Signal wires on met3:
Drawn at 12 px/um.
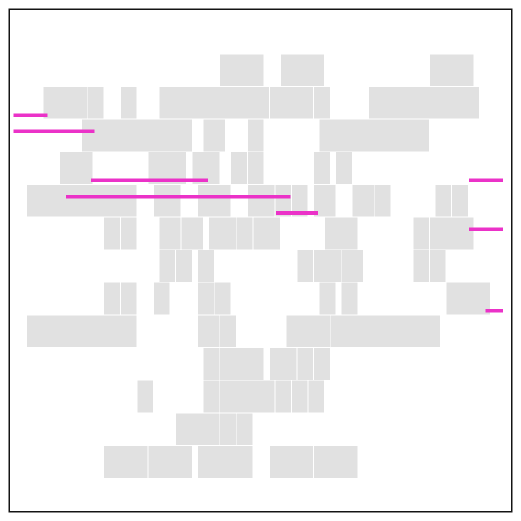
I/O pins on the die edge:
Drawn at 10 px/um. Pins as bars across the die edge, other pins in gray.
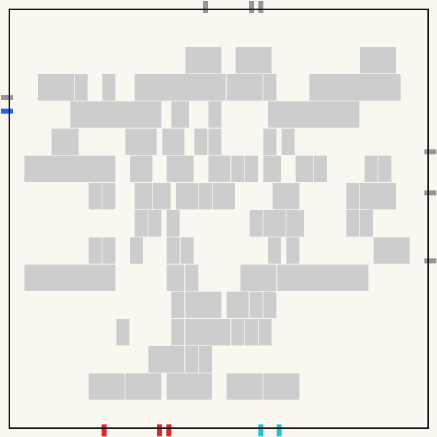
Clock routing:
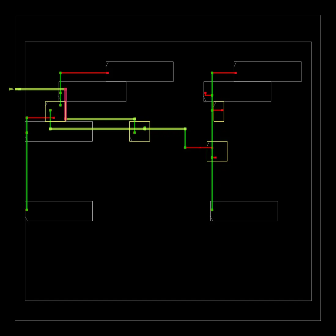
Placed cells, one color a class:
Drawn at 12 px/um.
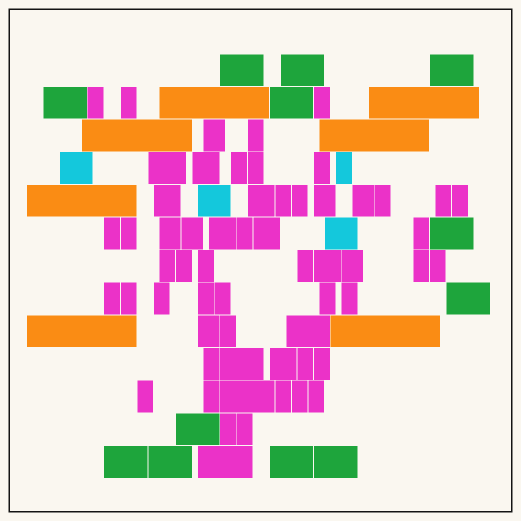
Signal metal coverage by tile:
Drawn at 6 px/um. The die is cut into 8 by 8 equal tiles; dark purple is low, yellow is high, scaled to the fullest tile. Values are wire area over tile area, all layers added.
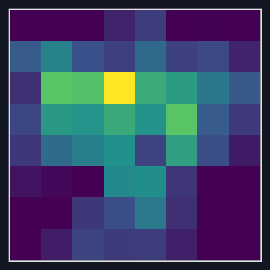
Design logic_reduce_pipe, sky130hd; sources not shown.
==> notes.md <==
impl run done, here's what came out: WL met1=415 um, clk buf depth=2, VDD IR max=0.3561 mV, CLK BUF=4, Inverters=16, CTS Hold Bufs=0, sequential power=0.000160 W, highest clock rate=0.5202 GHz, fin nets=94, final tally of hold violations=0, met2 WL=393 um, Max Used Layer=met4, Overflow after GRT=0, leading area contributor after synthesis=dfrtp_1, global route hottest layer=met2, Global Route met2 Usage=0.1781, Synthesized Nets=77, Power, Total=0.0004091 W, Resize count post-CTS=0, EDFF count, synth=0, Reg2Reg Setup Slack=1.76 ns, Max-cap violations=0, Top power group=combinational logic, Synth top cells by count=21 x nand2_1, 11 x inv_1, 7 x dfrtp_1, 6 x nand2_2, 6 x nand3_1, GPL Wtd Cong=0.7253, fin crit period=1.922 ns, chip area=1742 um2, clock root buffer=clkbuf_4, Unique cell types=12, Clock power frac=0.214, Switch Pwr=0.0001388 W, CTS H-tree depth=1, Core Util, Final=0.4507, outcome=complete, no violations, # diodes=0, Final period util=0.6675, pwr dens=656.6 nW/um2, final setup fails=0, Comb/total area=0.3554, clock tree cell share of total cell area=0.04217, worst-margin pin slew=0.2802 ns, synth top area cells=dfrtp_1 38%, nand2_1 17%, inv_1 9.0%, most frequent logic cells in the routed design=21 x nand2_1, 12 x clkdlybuf4s50_1, 11 x inv_1, setup bufs post-CTS=0, Vias/cell=4.165, Layout area overhead=36.07%, most frequent logic cell in the layout=nand2_1, maximum net fanout on the critical path=4, comb pwr=0.000162 W, CP Capture Type=output port, TNS Setup=0 ns, P_leak=0.3495 nW, global-route wire length before repair=1511 um, Final HPWL DP=695.2 um, Non-clock buffering overhead=0.1928, cells in synth_stat.txt=66, Largest cell class=logic gates, vias in the first global route=384, Worst Setup Path Type=reg2out, Post-synth seq share=0.3825, Mapped Cells=66, max-slew violation count=0, Net Sw Frac=0.3391, metal3 WL=46 um, 1st-pass router iterations=4, initial antenna violation count=0, Hold Crit Class=in2async, main flop type=dfrtp_1, Top-area cell share=0.3825, Logic pwr share=0.395, WHS=0.3167 ns, placed inst area=596.8 um2, met1 Usage GRT=0.1348, clk ins delay skew pair=0.25 ns, Post-synth regs=7, Critical Path AT=1.39 ns, layout cells sized above 1=0.2195, num ports=13, fill count=139, Non-clock buffers=12, MI comb cells=43, fp_density=0.3312, chip area line of the yosys report=457.9 um2, yosys warns=6, Post-Syn Area per Cell=6.938 um2, max_slew headroom=0.8130, RSZ-0062 raised after global routing=false, Power Clock=0.0000876 W, FF-to-FF path depth=6, tool warnings=27, Logic area=221.5 um2, num tapcells=15, synthesized cell area=457.9 um2, fraction of registers with async set/reset=1.000, sequential power share=0.391, largest net degree at the start of global routing=8, CP Launch Type=flop, DR iter-0 viols=15, Flops=7, Residual DRC=0, final antenna-violating net count=0, P_int=0.0002704 W, CTS tree=yes, Req. time, crit path=2.35 ns, Flop area=175.2 um2, count leader, synth=nand2_1, clock-pin slew on the worst setup and hold paths=0.05 ns
-- 'signal wires on met3' (at the start) --
The wires run mostly horizontal. The layer carries 46.2 um of wire. 7 nets have wire on it.
met3 Usage GRT: 0.06522
WL final: 858 um
via count: 404

-- 'I/O pins on the die edge' (at the start) --
Key: blue = clk_i [pins 1, direction input, edge west]; red = x_i [pins 3, direction input, edge south]; cyan = mode_i [pins 2, direction input, edge south]
PortBufs: 12
DIE HEIGHT: 41.74 um
Die X-Extent: 41.74 um

-- 'clock routing' (at the start) --
CTS buffer count: 3
clock sinks: 7

-- 'placed cells, one color a class' (at the start) --
Key: magenta = remaining logic cells [cells 59]; cyan = clock drivers and dummy loads [cells 4]; green = remaining buffers and delay cells [cells 12]; orange = registers [cells 7]
Rows: 13
core area: 1383 um2
final instance area: 623.1 um2
Seq/total area: 0.2811

-- 'signal metal coverage by tile' (at the start) --
The emptiest ninth of the die: south-east. 25% of the tiles are nearly empty. The densest ninth of the die: center. 17% of the tiles are over half the peak. The mean over all tiles is 0.078. The fullest tile reaches 0.32.
Tot GR Track Use: 0.1157
DR WL/cell: 8.845 um

[through the flow]
stage | std cells | worst slack (ns)
3_3_place_gp | 93 | 0.9738
6_report | 97 | 0.9576
5_1_grt | 97 | 0.8211
2_1_floorplan | 66 | 1.515
3_5_place_dp | 93 | 0.9518
4_1_cts | 97 | 0.9318
[cell families after synthesis]
group	count (synthesis)	share of synthesized area
simple gates	40	0.4099
compound gates	1	0.01913
flops	7	0.3825
fa+ha+maj	2	0.05464
buf+inv	16	0.1339
[critical path: stages (launching register included)]
cell	delay [ns]
dfrtp_1	0.42
nor2_1	0.21
nor2_1	0.07
clkdlybuf4s50_1	0.44
No activity file was given, so power comes from the tool's default toggle rates.
